==> config.mk <==
export PLATFORM = sky130hd
export DESIGN_NAME = liquid_glitch_seq
export DESIGN_NICKNAME = d
export VERILOG_FILES = /design/src/rtl/liquid_glitch_pkg.sv /design/src/rtl/glitch_lfsr.sv /design/src/rtl/liquid_glitch_seq.sv
export SDC_FILE = /design/constraint.sdc
export NUM_CORES = 1
export LEC_CHECK = 0
export ABC_AREA = 1
export CAP_MARGIN = 10
export CORE_UTILIZATION = 55
export DETAILED_ROUTE_END_ITERATION = 8
export PLACE_DENSITY = 0.8
export SLEW_MARGIN = 20
export SYNTH_ARGS = -nofsm -noshare
export SYNTH_HDL_FRONTEND = slang
export SYNTH_HIERARCHICAL = 1
export SYNTH_SLANG_ARGS = --single-unit
==> constraint.sdc <==
create_clock -name clk -period 4 [get_ports clk]
set_input_delay 1 -clock clk [delete_from_list [all_inputs] [get_ports clk]]
set_output_delay 1 -clock clk [all_outputs]
set_load 0.005 [all_outputs]
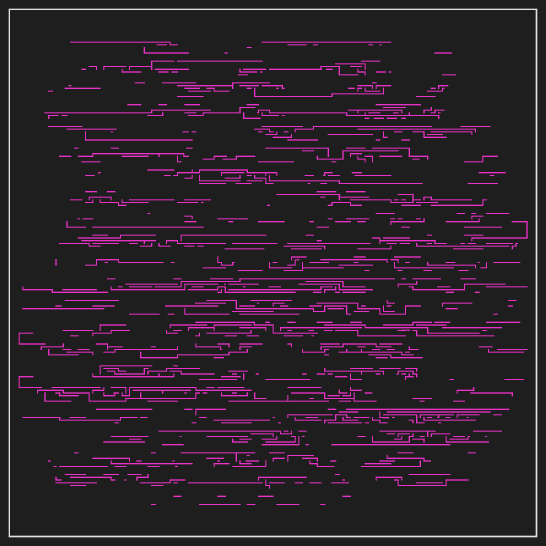
**Above:** run 1 (met1 routing).
Drawn at 8 px/µm.
The longest straight run is 20.2 µm. 337 nets have wire on it. The wires run mostly horizontal. The layer carries 2090 µm of wire.
Via Count: 1855
WL final: 4130 µm
met1 usage: 0.283

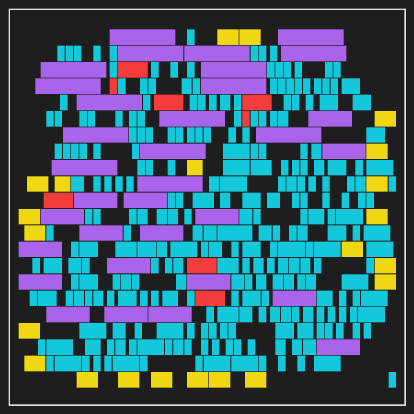
**Above:** run 1 (cell classes on the final placement).
Drawn at 6 px/µm.
Red stands for clock drivers and dummy loads, cells 8, share of their area 3.5%. Yellow stands for remaining buffers and delay cells, cells 22, share of their area 8.5%. Cyan stands for combinational and other logic, cells 269, share of their area 56%. Purple stands for sequential cells, cells 33, share of their area 32%.
fin area: 2600 µm²
Core Box Area: 3770 µm²

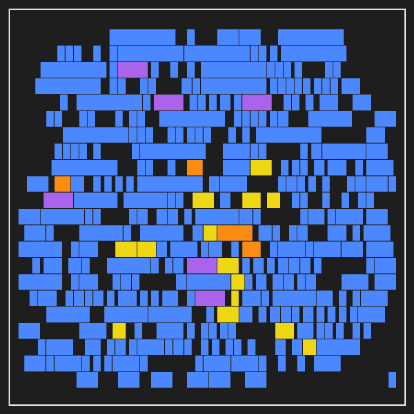
**Above:** run 1 (drive-strength map).
Drawn at 6 px/µm.
Yellow stands for _2 cells, cells 14. Orange stands for _3 and _4 cells, cells 4. Blue stands for _0 and _1 cells, cells 308. Purple stands for _6 and larger, cells 6.
Buffers, non-clock: 22
Area growth syn-to-layout: 16.5%
Setup WS post-layout: 1.22 ns

==> run summary, run 1 <==
impl run done, here's what came out: status finished clean, Clock Sinks 33, Hold Vio Cnt, Final 0, fin crit period 2.78 ns, setup bufs post-CTS 0, Crit path buffers/inverters 3, most used cell, CP nand2_1, worst reg2reg setup slack 2.07 ns, synthesized flop and latch total 33, largest net degree at the start of global routing 30, GR Util met3 0.0538, CP Data Required Time 4.21 ns, Cell variety after synth 36, Via density 4.88, Area leader share 0.215, Seq/total area 0.315, initial antenna violation count 0, Period Utilization, post-route 0.695, H-tree depth 2, MI comb cells 225, Top class by area combinational gates, input/output buffers 20, Die W 65.7 µm, fill count 331, Placer Congestion 0.867, Highest Signal Layer met4, total grt overflow 0, Post-DP HPWL 3090 µm, clock buffers 8, DR WL/cell 10.9 µm, Placed Cells 372, Largest register FFs 16, drt drc 0, leakage 1.27 nW, Hold Path Cell Cnt 2, Worst-path clk slew 0.06 ns, Tool Warnings 31, I/O pin count 22, Final Util 0.690
run 1: cells in the mapped netlist (all sizes together):
master and instances:
o2111ai 1, o211ai 1, nand3b 1, a21oi 14, o21ai 10, and2 1
a21o 2, buf 5, a2bb2oi 2, o22ai 1, nand3 13, nand2 92
edfxtp 16, ha 22, nor2 24, clkbuf 1, xor2 5, xnor2 4
nand4 4, inv 44, dfxtp 17, nor3 7, or2 3, conb 2
o21bai 1
run 1: power by group:
| part | switching (W) | leakage [nW] | internal [W] | total (W) |
|---|---|---|---|---|
| Clock | 0.000117 | 0.0455 | 0.000140 | 0.000258 |
| Sequential | 0.0000105 | 0.298 | 0.000376 | 0.000386 |
| Combinational | 0.0000724 | 0.924 | 0.0000561 | 0.000128 |
run 1: cells in the final DEF (no fill, tap or decap), types with 2 or more instances in the layout:
cell type and count:
nand3_1 11, clkbuf_8 6, nand2_2 2, inv_1 43, nand3_2 2, nand2_1 90, edfxtp_1 16, clkdlybuf4s50_1 20
conb_1 17, ha_1 22, nand4_1 4, xor2_1 5, a2bb2oi_1 2, buf_4 2, o21ai_2 3, nor3_1 3
dfxtp_1 17, xnor2_1 4, o21ai_1 2, o21ai_0 5, a21oi_1 14, nor3_2 3, a21o_1 2, clkbuf_1 2
nor2_1 23, or2_2 2
run 1: cell families (layout without fill, tap and decap cells):
kind of cell               Yosys count  in the layout  share of synthesized area
adders and majority gates           22             22                      0.123
AOI/OAI and AO/OA                   32             32                     0.0868
xor gates and xnor gates             9              9                     0.0353
other                                2             17                    0.00336
and+or+nand+nor                    145            145                      0.286
DFF                                 33             33                      0.368
buffers and inverters               50             74                     0.0975
run 1: tightest hold or removal path, stage by stage, from the launching register on:
cell and delay [ns]:
dfxtp_1 0.30, nand2_1 0.06, a21oi_1 0.05
**Run 1: a small window of the routed layout**

Region (4, 37) to (29, 62) µm. Cells in gray, sequential cells in the stronger gray; small squares are vias.
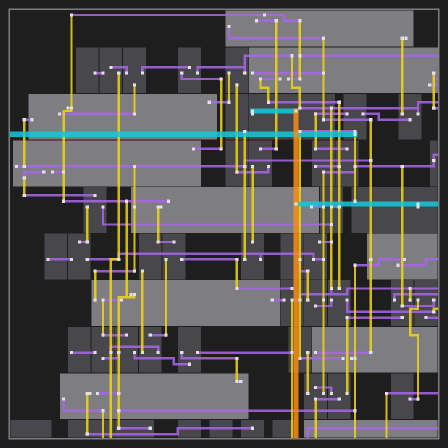

--- run 2 (diff from run 1) ---
--- a/config.mk
+++ b/config.mk
@@ -7,7 +7,7 @@
 export LEC_CHECK = 0
 export ABC_AREA = 1
 export CAP_MARGIN = 10
-export CORE_UTILIZATION = 55
+export CORE_UTILIZATION = 52
 export DETAILED_ROUTE_END_ITERATION = 8
 export PLACE_DENSITY = 0.8
 export SLEW_MARGIN = 20
==> constraint.sdc (replaced) <==
create_clock -name clk -period 2.5 [get_ports clk]
set_input_delay 0.625 -clock clk [delete_from_list [all_inputs] [get_ports clk]]
set_output_delay 0.625 -clock clk [all_outputs]
set_load 0.005 [all_outputs]
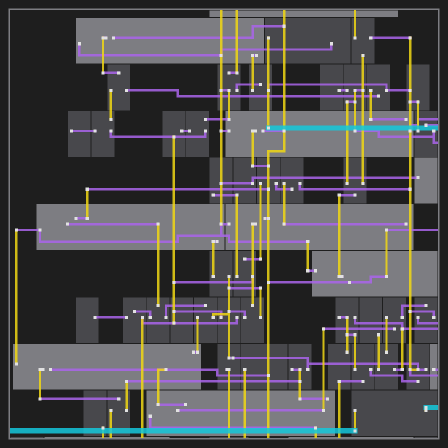
**Above:** run 2 (a small window of the routed layout).
Region (4, 38) to (29, 63) µm. Cells in gray, sequential cells in the stronger gray; small squares are vias.
Cyan stands for metal 3. Purple stands for metal 1. Yellow stands for metal 2.
Most frequent: nand2_1 (27), conb_1 (10), edfxtp_1 (7). Sequential cells in the window: 7. 49 logic cells have their middle in the window.

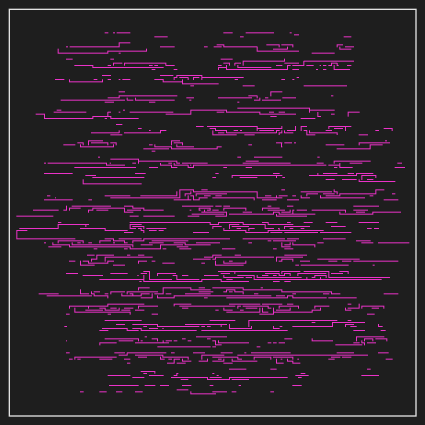
**Above:** run 2 (met1 routing).
Drawn at 6 px/µm.
The wires run mostly horizontal. 342 nets have wire on it. The layer holds 47% of the routed length. The layer carries 2020 µm of wire.
WL final: 4260 µm
Via Count: 1869
met1 usage: 0.259

==> run 2 against run 1 <==
Against the previous run:
- area after synthesis unchanged
- critical path type unchanged
- non-clock buffer count up 7
- sequential cell count unchanged
- highest routed layer unchanged
- core utilization down 3.5 points
- synthesized cell count is the same
- via count is 0.75% higher
==> run summary, run 2 <==
impl run done, here's what came out: Hold Vio Cnt, Final 0 (unchanged), ys flop type dfxtp_1 (unchanged), Hold Path Cell Cnt 2 (unchanged), flip-flops with a built-in enable 16 (unchanged), Area growth syn-to-layout 19.0% (was 16.5%), Post-DP HPWL 3280 µm (was 3090 µm), fin area 2660 µm² (was 2600 µm²), worst reg2reg setup slack 0.63 ns (was 2.07 ns), Commonest Layout Cell nand2_1 (unchanged), CP Data Required Time 2.71 ns (was 4.21 ns), DR WL/cell 10.9 µm (about the same), synthesized flop and latch total 33 (unchanged), Area leader share 0.215 (unchanged), Placer Congestion 0.873 (was 0.867), Die W 67.5 µm (was 65.7 µm), total grt overflow 0 (unchanged), largest net degree at the start of global routing 17 (was 30), Synth top cell by count nand2_1 (unchanged), leakage 1.30 nW (was 1.27 nW), Via density 4.80 (was 4.88), status finished clean (unchanged), input/output buffers 20 (unchanged), Largest register FFs 16 (unchanged), Worst-path clk slew 0.07 ns (was 0.06 ns), GR Util met3 0.0507 (was 0.0538), fin crit period 2.26 ns, H-tree depth 2 (unchanged), drt drc 0 (unchanged), setup bufs post-CTS 0 (unchanged), Core Box Area 4060 µm² (was 3770 µm²), Placed Cells 381 (was 372), ys async rst share 0 (unchanged), Cell variety after synth 36 (unchanged), Tool Warnings 31 (unchanged), Clock Sinks 33 (unchanged)
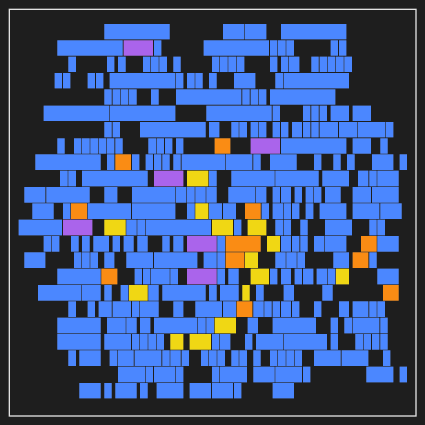
**Above:** run 2 (drive-strength map).
Drawn at 6 px/µm.
Purple stands for _6 and larger, cells 6. Yellow stands for _2 cells, cells 14. Blue stands for _0 and _1 cells, cells 308. Orange stands for _3 and _4 cells, cells 11.
Buffers, non-clock: 29
Setup WS post-layout: 0.239 ns

run 2: area by class of cell:
| class | count | area (µm²) |
|---|---|---|
| tap | 50 | 62.6 |
| sequential | 33 | 821 |
| clock buffer | 8 | 90.1 |
| fill | 341 | 1400 |
| timing repair buffer | 29 | 268 |
| multi-input combinational | 225 | 1250 |
| inverter | 44 | 165 |
run 2: layer usage:
layer  share of wire  wire (µm)
met3           0.039        167
met5               0          0
met2            0.47       2010
met4           0.013         55
met1            0.47       2020
run 2: cell families (layout without fill, tap and decap cells):
family	after synthesis	in the layout	synth area share
flops	33	33	0.368
xor+xnor	9	9	0.0353
simple gates	145	145	0.286
compound gates	32	32	0.0868
buf+inv	50	81	0.0975
other cells	2	17	0.00336
fa+ha+maj	22	22	0.123
run 2: per-stage QoR:
step	TNS, ns	hold WS (ns)	utilization
after floorplan	0	0.444	-
after global placement	-0.00360	0.457	0.633
after detailed placement	-0.208	0.459	0.633
after CTS	0	0.467	0.655
after global routing	0	0.507	0.655
final	0	0.470	0.655
run 2: worst max-delay path, delay by kind of cell:
kind                     cells  cell delay, ns
AND/OR/NAND/NOR              9            0.76
adder cells (fa/ha/maj)      1            0.30
AND-OR/OR-AND                2            0.26
buffers and inverters        2            0.54
run 2: power by group:
part           switching [W]  leakage, nW  internal (W)
sequential         0.0000163        0.298      0.000601
combinational       0.000114        0.958     0.0000965
clock               0.000187       0.0455      0.000224
total               0.000317         1.30      0.000922
Power is estimated from default activity; no workload was simulated.
